==> config.mk <==
export PLATFORM = sky130hd
export DESIGN_NAME = clock_chain_ctrl
export DESIGN_NICKNAME = d
export VERILOG_FILES = /design/src/rtl/clock_chain_ctrl.sv
export SDC_FILE = /design/constraint.sdc
export NUM_CORES = 1
export LEC_CHECK = 0
export ABC_AREA = 0
export CORE_MARGIN = 1
export CORE_UTILIZATION = 32
export DETAILED_ROUTE_END_ITERATION = 12
export PLACE_DENSITY = 0.75
export SYNTH_ARGS = -nofsm -noshare
export SYNTH_HDL_FRONTEND = slang
export SYNTH_SLANG_ARGS = --single-unit
==> constraint.sdc <==
create_clock -name clk -period 1.7 [get_ports clk]
set_input_delay 0.425 -clock clk [delete_from_list [all_inputs] [get_ports clk]]
set_output_delay 0.425 -clock clk [all_outputs]
set_load 0.02 [all_outputs]
==> src/rtl/clock_chain_ctrl.sv <==
// Sequencing controller for the cascaded sec/min/hr counters: 1 Hz carry/wrap strobes plus set-time mode FSM.
// Optional blink output when CLOCK_CHAIN_BLINK_EN is defined.
module clock_chain_ctrl #(
    parameter int W       = 6,
    parameter int SEC_MAX = 59,
    parameter int MIN_MAX = 59,
    parameter int HR_MAX  = 23
) (
    input  logic         clk,
    input  logic         rst,
    input  logic         tick_1hz,
    input  logic         btn_mode,
    input  logic         btn_adv,
    input  logic [W-1:0] sec_q,
    input  logic [W-1:0] min_q,
    input  logic [W-1:0] hr_q,
    output logic         sec_ce,
    output logic         sec_ld,
    output logic         min_ce,
    output logic         min_ld,
    output logic         hr_ce,
    output logic         hr_ld,
    output logic         day_wrap,
    output logic [1:0]   mode
`ifdef CLOCK_CHAIN_BLINK_EN
    ,
    output logic         blink
`endif
);

    localparam logic [1:0] MODE_RUN     = 2'd0;
    localparam logic [1:0] MODE_SET_HR  = 2'd1;
    localparam logic [1:0] MODE_SET_MIN = 2'd2;

    localparam int B_SEC_CE = 0;
    localparam int B_SEC_LD = 1;
    localparam int B_MIN_CE = 2;
    localparam int B_MIN_LD = 3;
    localparam int B_HR_CE  = 4;
    localparam int B_HR_LD  = 5;
    localparam int B_DAY    = 6;

    localparam logic [W-1:0] L_SEC_MAX = W'(SEC_MAX);
    localparam logic [W-1:0] L_MIN_MAX = W'(MIN_MAX);
    localparam logic [W-1:0] L_HR_MAX  = W'(HR_MAX);

    logic [6:0] r_str;
    logic [1:0] r_mode;
    logic       r_pend;

    logic [6:0] w_str_next;
    logic [1:0] w_mode_next;
    logic       w_tick;
    logic       w_adv;
    logic       w_sec_top;
    logic       w_min_top;
    logic       w_hr_top;

    // While a strobe is in flight the counter q values are stale, so ticks/advances are dropped.
    assign w_tick    = tick_1hz & ~r_pend;
    assign w_adv     = btn_adv & ~r_pend;
    assign w_sec_top = (sec_q >= L_SEC_MAX);
    assign w_min_top = (min_q >= L_MIN_MAX);
    assign w_hr_top  = (hr_q >= L_HR_MAX);

    always_comb begin
        w_str_next  = '0;
        w_mode_next = r_mode;
        case (r_mode)
            MODE_RUN: begin
                if (w_tick) begin
                    w_str_next[B_SEC_CE] = 1'b1;
                    if (w_sec_top) begin
                        w_str_next[B_SEC_LD] = 1'b1;
                        w_str_next[B_MIN_CE] = 1'b1;
                        if (w_min_top) begin
                            w_str_next[B_MIN_LD] = 1'b1;
                            w_str_next[B_HR_CE]  = 1'b1;
                            if (w_hr_top) begin
                                w_str_next[B_HR_LD] = 1'b1;
                                w_str_next[B_DAY]   = 1'b1;
                            end
                        end
                    end
                end
                if (btn_mode) begin
                    w_mode_next = MODE_SET_HR;
                end
            end
            MODE_SET_HR: begin
                if (btn_mode) begin
                    w_mode_next = MODE_SET_MIN;
                end else if (w_adv) begin
                    w_str_next[B_HR_CE] = 1'b1;
                    w_str_next[B_HR_LD] = w_hr_top;
                end
            end
            MODE_SET_MIN: begin
                // Leaving set mode clears the seconds, even while a strobe is pending.
                if (btn_mode) begin
                    w_mode_next          = MODE_RUN;
                    w_str_next[B_SEC_CE] = 1'b1;
                    w_str_next[B_SEC_LD] = 1'b1;
                end else if (w_adv) begin
                    w_str_next[B_MIN_CE] = 1'b1;
                    w_str_next[B_MIN_LD] = w_min_top;
                end
            end
            default: begin
                w_mode_next = MODE_RUN;
            end
        endcase
    end

    always_ff @(posedge clk or posedge rst) begin
        if (rst) begin
            r_str  <= '0;
            r_mode <= MODE_RUN;
            r_pend <= 1'b0;
        end else begin
            r_str  <= w_str_next;
            r_mode <= w_mode_next;
            r_pend <= |w_str_next;
        end
    end

    assign sec_ce   = r_str[B_SEC_CE];
    assign sec_ld   = r_str[B_SEC_LD];
    assign min_ce   = r_str[B_MIN_CE];
    assign min_ld   = r_str[B_MIN_LD];
    assign hr_ce    = r_str[B_HR_CE];
    assign hr_ld    = r_str[B_HR_LD];
    assign day_wrap = r_str[B_DAY];
    assign mode     = r_mode;

`ifdef CLOCK_CHAIN_BLINK_EN
    logic r_blink;
    logic w_blink_next;
    logic w_in_set;

    assign w_in_set = (r_mode == MODE_SET_HR) || (r_mode == MODE_SET_MIN);

    always_comb begin
        w_blink_next = r_blink;
        if (w_mode_next == MODE_RUN) begin
            w_blink_next = 1'b0;
        end else if (tick_1hz && w_in_set) begin
            w_blink_next = ~r_blink;
        end
    end

    always_ff @(posedge clk or posedge rst) begin
        if (rst) begin
            r_blink <= 1'b0;
        end else begin
            r_blink <= w_blink_next;
        end
    end

    assign blink = r_blink;
`endif

endmodule

Local utilization:
8 x 8 tiles, from white (low) to dark blue (high), 0 to 100% covered.
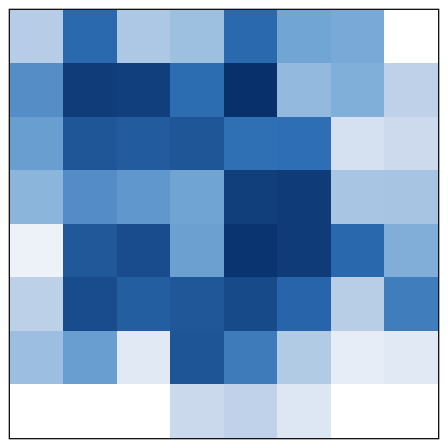
mean over tiles: 53%
emptiest ninth of the die: lower right
fullest tile: 100%
nearly empty tiles: 9.4%
tiles over 75% full: 36%
densest ninth of the die: center

==> impl.org <==
#+TITLE: Flow metrics

** Outcome
- The run finished with clean final reports.

** Logic synthesis
- Number of standard cells after synthesis :: 41
- Ys cells :: 41
- Sorting the synthesized cells by area gives the leading types as sky130_fd_sc_hd__dfrtp_1 56%, sky130_fd_sc_hd__a21oi_1 4.5%, sky130_fd_sc_hd__nor2_1 4.2%, sky130_fd_sc_hd__nor3_4 3.7%, sky130_fd_sc_hd__nand2_1 3.4%.
- The synthesis stat section lists a flop and latch total of 10.
- The synthesized design spends more area on one cell type than any other, namely sky130_fd_sc_hd__dfrtp_1.
- Netlist Area Pre-Place :: 443 um^2
- Library cell with the highest instance count after synthesis :: sky130_fd_sc_hd__dfrtp_1
- Of the post-synthesis cell area, the dominant cell type holds 56.5%.
- At floorplan, the net count of the design was reported as 64.
- Yosys printed 0 warnings.
- Most used flip-flop cell :: sky130_fd_sc_hd__dfrtp_1

** Final layout
- In the final layout, the fill cell count is roughly 130.
- Most used cells in the layout excluding fill and tap cells :: 28 x sky130_fd_sc_hd__clkdlybuf4s50_1, 10 x sky130_fd_sc_hd__dfrtp_1, 5 x sky130_fd_sc_hd__nor2_1
- The largest register by flop count is r_str.

** Worst setup path
- Endpoint of the worst-slack reg-to-reg timing path :: r_str[3]$_DFF_PP0_
- Required time at the endpoint of the critical path :: 1270 ps
- The worst register-to-register path begins at mode[0]$_DFFE_PP0P_.

** Pwr
- NetSw :: 0.293 mW
- Sequential fraction of design power :: 38.8%
- Per the summary, power density relative to cell area is 1100 mW/mm^2.
- Combinational gate power :: 0.343 mW

** STA
- Final Slew Violations :: 0
- Summed negative setup slack over all endpoints :: 0 ps
- Unrepaired setup endpoints after global routing :: no
- For reference, the final report shows the hold violation count at 0.
- Worst Max-Slew Pin Slew :: 353 ps
- The routed design could run at a clock period as short as 1620 ps.
- Setup violations, final :: 0
- Rel. slew slack :: 76.5%

** Clock tree
- Counting along the longest clock path gives a buffer depth of 2.
- Clock transition time at the flip-flop clock pins of the worst setup and hold paths :: 60 ps
- Number of sinks on the clock net :: 10
- Clock tree synthesis inserted a total of 3 buffers.
- In this run the clock root is driven by a sky130_fd_sc_hd__clkbuf_4.
- As reported, the later end of the worst-skew pair has a clock insertion delay of 270 ps.

** Route
- Number of detailed-route iterations in the first pass :: 3
- Summed over all nets, wire length on met3 after detailed routing comes to roughly 87 um.
- Routed wirelength normalized by instance count :: 11.0 um
- After detailed routing, no signal wire sits above met4.
- Vias post-DR :: about 420
- Per the detail_route log, met2 wirelength is 558 um.

** Die
- In this run the standard cell core region covers 0.00130 mm^2.
- The share of the core area taken by cells at floorplan is 34.0%.
- 32 I/O pins were placed.
- Width of the die :: ~39 um

** Placed design
- Routability-driven placement finished with a final weighted congestion of 0.780.
- Port bufs :: 31

** Global routing
- Number of global-route vias before repair :: approximately 400
- Overall routing resource usage :: 14.7%
- Wire length of the first global-routing pass :: 1460 um
- The number of antenna violations at the first check in global routing came to 0.

** Flow run
- Number of warning messages in the logs :: 26
- Across the run, the number of max-cap violations was 0.

** Min path
- Worst min-delay path category :: in -> async
Sequential cells colored by netlist name:
Other sequential cells in the stronger gray, the rest of the logic in the fainter gray.
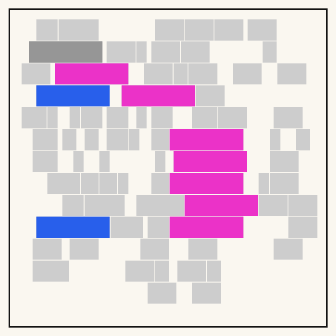
legend:
  blue:
    netlist_name: mode
    flops: 2
  magenta:
    netlist_name: r_str
    flops: 7
Seq area share: 30.3%
core utilization of the finished layout: 63.6%
area taken by flip-flops and latches: 250 um^2
sequential logic power: 0.353 mW

[cell type report]
class	count	share of cell area (%)
multi-input cells	29	22.8
repair buffers	33	39.3
flip-flops and latches	10	30.3
inverters	2	0.908
well taps	15	2.27
clock buffers	4	4.39
[cells by family (layout without fill, tap and decap cells)]
group,after synthesis,after routing,share of synthesized area [%]
AND/OR/NAND/NOR,18,18,24.0
flip-flops,10,10,56.5
AND-OR/OR-AND,8,8,11.0
multiplexers,2,2,4.80
buffers and inverters,2,39,1.70
XOR/XNOR,1,1,1.98
[repair_timing]
action | in CTS | in global routing
endpoints found under the setup margin | 2 | 5
setup buffers | 0 | 1
resized | 2 | 2
pin swaps | 0 | 1
[worst reg2reg max path, stage by stage, from the launching register on]
cell	delay, ps
sky130_fd_sc_hd__dfrtp_1	440
sky130_fd_sc_hd__or4b_4	560
sky130_fd_sc_hd__nor3_4	240
sky130_fd_sc_hd__a21o_1	130
sky130_fd_sc_hd__and2_1	120
[through the flow]
stage | total power, mW | hold slack [ps] | setup slack (ps) | cell area (um^2)
after global placement | 0.709 | 551 | -195 | 779
final | 0.908 | 420 | 81.4 | 827
after detailed placement | 0.713 | 543 | -246 | 779
after global routing | 0.966 | 440 | 31.1 | 827
after floorplan | 0.535 | 265 | 161 | 443
after CTS | 0.905 | 441 | 26.5 | 813
[how the worst max path moves through the flow]
stage,from,end,slack [ps]
global placement,tick_1hz,r_str[3]$_DFF_PP0_,-200
detailed placement,tick_1hz,r_pend$_DFF_PP0_,-250
global route,r_str[0]$_DFF_PP0_,sec_ce,30
floorplan,mode[0]$_DFFE_PP0P_,r_str[3]$_DFF_PP0_,160
CTS,tick_1hz,r_pend$_DFF_PP0_,30
finish,r_str[2]$_DFF_PP0_,min_ce,80
No activity file was given, so power comes from the tool's default toggle rates.
